### config.mk
export PLATFORM = sky130hd
export DESIGN_NAME = seq_serializer
export DESIGN_NICKNAME = d
export VERILOG_FILES = /design/src/rtl/seq_serializer.sv
export SDC_FILE = /design/constraint.sdc
export NUM_CORES = 1
export LEC_CHECK = 0
export ABC_CLOCK_PERIOD_IN_PS = 2360
export CORE_MARGIN = 4
export CORE_UTILIZATION = 55
export CTS_CLUSTER_DIAMETER = 80
export DETAILED_ROUTE_END_ITERATION = 12
export MAX_ROUTING_LAYER = met4
export PLACE_DENSITY = 0.89
export RECOVER_POWER = 50
export SLEW_MARGIN = 20
export SYNTH_ARGS = -nofsm -noshare
export SYNTH_HDL_FRONTEND = slang
export SYNTH_SLANG_ARGS = --single-unit
### constraint.sdc
create_clock -name clk -period 2.36 [get_ports clk]
set_input_delay 0.236 -clock clk [delete_from_list [all_inputs] [get_ports clk]]
set_output_delay 0.236 -clock clk [all_outputs]
set_load 0.01 [all_outputs]
### src/rtl/seq_serializer.sv
// ---------------------------------------------------------------------------
// seq_serializer
//
// Parallel-to-serial front end that feeds the sequence detector's seqIn.
// It accepts WIDTH-bit words over a valid/ready handshake and shifts each
// word out one bit per clock. A one-word holding register lets consecutive
// words stream back to back with no idle bubble between them.
//
// Parameters:
//   WIDTH      bits per word (2..64)
//   MSB_FIRST  1: bit WIDTH-1 is sent first; 0: bit 0 is sent first
//   IDLE_LEVEL level driven on seqOut while nothing is being shifted
//
// Ports:
//   clk       clock, all logic on the rising edge
//   rst       synchronous active-high reset
//   inData    word to serialize, sampled only on transfer
//   inValid   inData is valid
//   inReady   block can accept a word this cycle (= holding register empty)
//   seqOut    serial data bit
//   seqValid  seqOut carries a real data bit
//   wordLast  seqOut is the final bit of the current word
//   busy      shifter active or holding register occupied
// ---------------------------------------------------------------------------
module seq_serializer #(
   parameter int WIDTH      = 8,
   parameter bit MSB_FIRST  = 1'b1,
   parameter bit IDLE_LEVEL = 1'b0
) (
   input  logic             clk,
   input  logic             rst,
   input  logic [WIDTH-1:0] inData,
   input  logic             inValid,
   output logic             inReady,
   output logic             seqOut,
   output logic             seqValid,
   output logic             wordLast,
   output logic             busy
);

   localparam int CNT_W = (WIDTH > 1) ? $clog2(WIDTH) : 1;
   localparam logic [CNT_W-1:0] LAST_CNT = CNT_W'(WIDTH - 1);

   typedef enum logic {
      IDLE  = 1'b0,
      SHIFT = 1'b1
   } state_t;

   state_t             state_reg;
   logic [WIDTH-1:0]   shift_reg;
   logic [WIDTH-1:0]   hold_reg;
   logic               hold_full_reg;
   logic [CNT_W-1:0]   bit_cnt_reg;

   // Words are reordered once on capture so the shifter always moves left and
   // the transmitted bit is always shift_reg[WIDTH-1], whatever the bit order.
   logic [WIDTH-1:0]   in_ordered;

   genvar gi;
   generate
      for (gi = 0; gi < WIDTH; gi = gi + 1) begin : g_order
         if (MSB_FIRST) begin : g_msb
            assign in_ordered[gi] = inData[gi];
         end else begin : g_lsb
            assign in_ordered[gi] = inData[WIDTH-1-gi];
         end
      end
   endgenerate

   logic transfer;
   logic at_last;

   assign transfer = inValid && !hold_full_reg;
   assign at_last  = (bit_cnt_reg == LAST_CNT);

   always_ff @(posedge clk) begin
      if (rst) begin
         state_reg     <= IDLE;
         shift_reg     <= '0;
         hold_reg      <= '0;
         hold_full_reg <= 1'b0;
         bit_cnt_reg   <= '0;
      end else begin
         case (state_reg)
            IDLE: begin
               // Holding register is always empty here, so the word goes
               // straight into the shifter.
               if (transfer) begin
                  shift_reg   <= in_ordered;
                  bit_cnt_reg <= '0;
                  state_reg   <= SHIFT;
               end
            end

            SHIFT: begin
               if (at_last) begin
                  if (hold_full_reg) begin
                     // inReady was low this cycle, so no transfer competes.
                     shift_reg     <= hold_reg;
                     hold_full_reg <= 1'b0;
                     bit_cnt_reg   <= '0;
                  end else if (transfer) begin
                     shift_reg   <= in_ordered;
                     bit_cnt_reg <= '0;
                  end else begin
                     shift_reg   <= '0;
                     bit_cnt_reg <= '0;
                     state_reg   <= IDLE;
                  end
               end else begin
                  shift_reg   <= {shift_reg[WIDTH-2:0], 1'b0};
                  bit_cnt_reg <= bit_cnt_reg + CNT_W'(1);
                  if (transfer) begin
                     hold_reg      <= in_ordered;
                     hold_full_reg <= 1'b1;
                  end
               end
            end

            default: begin
               state_reg <= IDLE;
            end
         endcase
      end
   end

   // All outputs are decoded from registered state only.
   assign inReady  = !hold_full_reg;
   assign seqValid = (state_reg == SHIFT);
   assign seqOut   = (state_reg == SHIFT) ? shift_reg[WIDTH-1] : IDLE_LEVEL;
   assign wordLast = (state_reg == SHIFT) && at_last;
   assign busy     = (state_reg == SHIFT) || hold_full_reg;

endmodule

**The metal 1 layer**

Scale bar: 20 microns. Supply wires on this layer in grey.
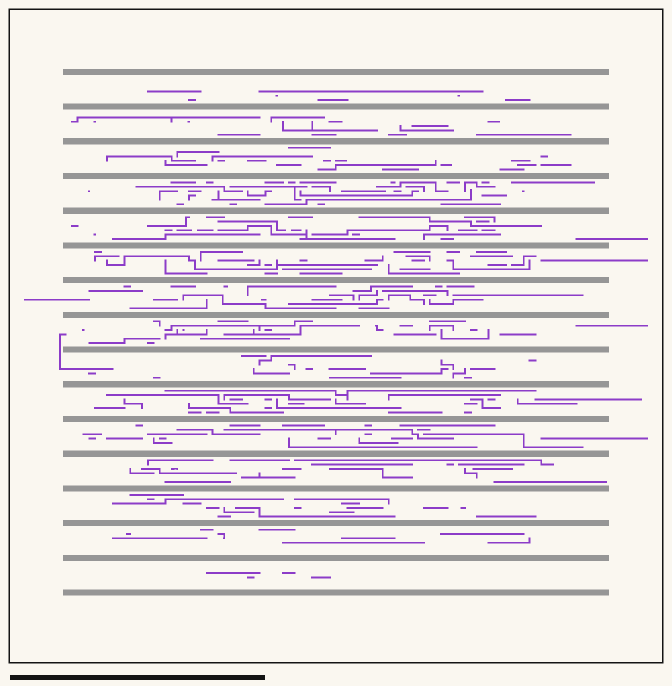
The layer carries 1010 microns of wire. The layer holds 46% of the routed length. The longest straight run is 19.3 microns.
drt total wl: 2.17 mm
via count: 895

**Signal wires on met2**

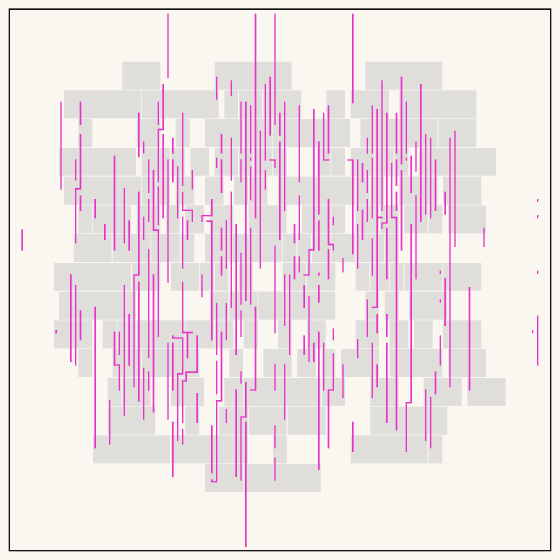
130 nets have wire on it. The layer holds 47% of the routed length. The longest straight run is 23.5 microns.
met2 Usage GRT: 30.7%

==> qor.csv <==
metric;value;unit
crit end category;primary output;
n_diodes;0;
final worst slack;0.174;ns
clock sink total;21;
CTS tree;built;
Setup-failing EPs final;0;
RSZ-0062 raised after global routing;no;
Post-synth EDFFs;0;
worst vdd ir;0.428;mV
CP Class;register to primary output;
Late-Pin Clk Latency;0.31;ns
PwrDens;569;nW/um^2
Area leader share;41.2;%
hold path depth;2;
leading area contributor after synthesis;dfxtp_1;
Pre-Place Util;58.5;%
top cells by count;dfxtp_1, nand2_1, nor2_1;
dpl hpwl;1.55;mm
R2R depth;5;
synthesized-area fraction occupied by adder cells;3.68;%
CTS root buffer;clkbuf_4;
Hold Vio Cnt, Final;0;
Critical Path AT;1.95;ns
clock buffer depth;2;
met3 WL;105;microns
most frequent cell after synthesis;dfxtp_1;
Mux area share;8.82;%
Top logic family;simple AND/OR/NAND/NOR gates;
setup TNS;0;ns
Hold Path Sink;shift_reg[2]$_SDFFE_PP0P_;
Comb group;0.109;mW
synth unique cells;27;
FMAX;457;MHz
Final #Nets;150;
Buf/Inv on CP;2;
Syn-to-layout area delta;15.9;%
ys async rst share;0;%
simple share;20.7;%
HP Class;register to register;
Crit Path Max Fanout;17;
Synth Cell Area;1020;sq um
grt ovf;0;
main flop type after synthesis;dfxtp_1;
Clock transition at path regs;0.11;ns
Int Power;0.492;mW
dpl ws;0.366;ns
largest net degree at the start of global routing;22;
post-CTS resize count;0;
htree depth;1;
most frequent logic cell in the layout;dfxtp_1;
# Max-Cap Violations;0;
initial antenna violation count;0;
XOR/XNOR Area Share;0;%
TritonRoute pass-1 iters;4;
drt via density;5.59;
Seq share, synth;41.2;%
most frequent cells in the layout;dfxtp_1, nand2_1, clkdlybuf4s50_1;
Log Warnings;27;
Die W;51.1;microns
Setup crit end;wordLast;
Combinational Power Share;16.1;%
wl on met1;1.01;mm
RePlAce Congestion;0.796;
status;finished clean;
slew at the pin closest to its max-slew limit;0.757;ns
Sw Pwr;0.182;mW
vias in the first global route;889;
Initial DRC Count;23;
die height;51.1;microns
largest stage delay on the critical path;0.53;ns
Hold Crit Start;shift_reg[2]$_SDFFE_PP0P_;
FF-to-FF Start;hold_full_reg$_SDFFE_PP0P_;
Die ar.;2610;sq um
Reg power frac;58.4;%
worst register-to-register path, stage by stage (launching register included):
cell and delay [ns]:
dfxtp_1 0.62, nor2b_4 0.08, clkbuf_1 0.26, nor2_1 0.55
nand2_1 0.11, a31oi_1 0.16
layout make-up:
type	instances	area, sq um
Fill cell	157	562
Tap cell	25	31.3
Inverter	9	33.8
Clock buffer	3	22.5
Clock inverter	1	5.00
Timing Repair Buffer	17	161
Sequential cell	21	420
Multi-Input combinational cell	84	509
metal layers:
layer  vias to the layer above  track usage (%)
met5                         -                -
met4                         0             10.3
met3                         6             6.71
met2                        23             30.7
met1                       417             22.9
li1                        449                -
metrics by stage:
stage,hold WS [ns],instance area [sq um]
after global placement,0.450,1160
after global routing,0.530,1180
after detailed placement,0.485,1160
after floorplan,0.308,1020
final,0.505,1180
after CTS,0.504,1190
Power and IR drop assume default switching activity.
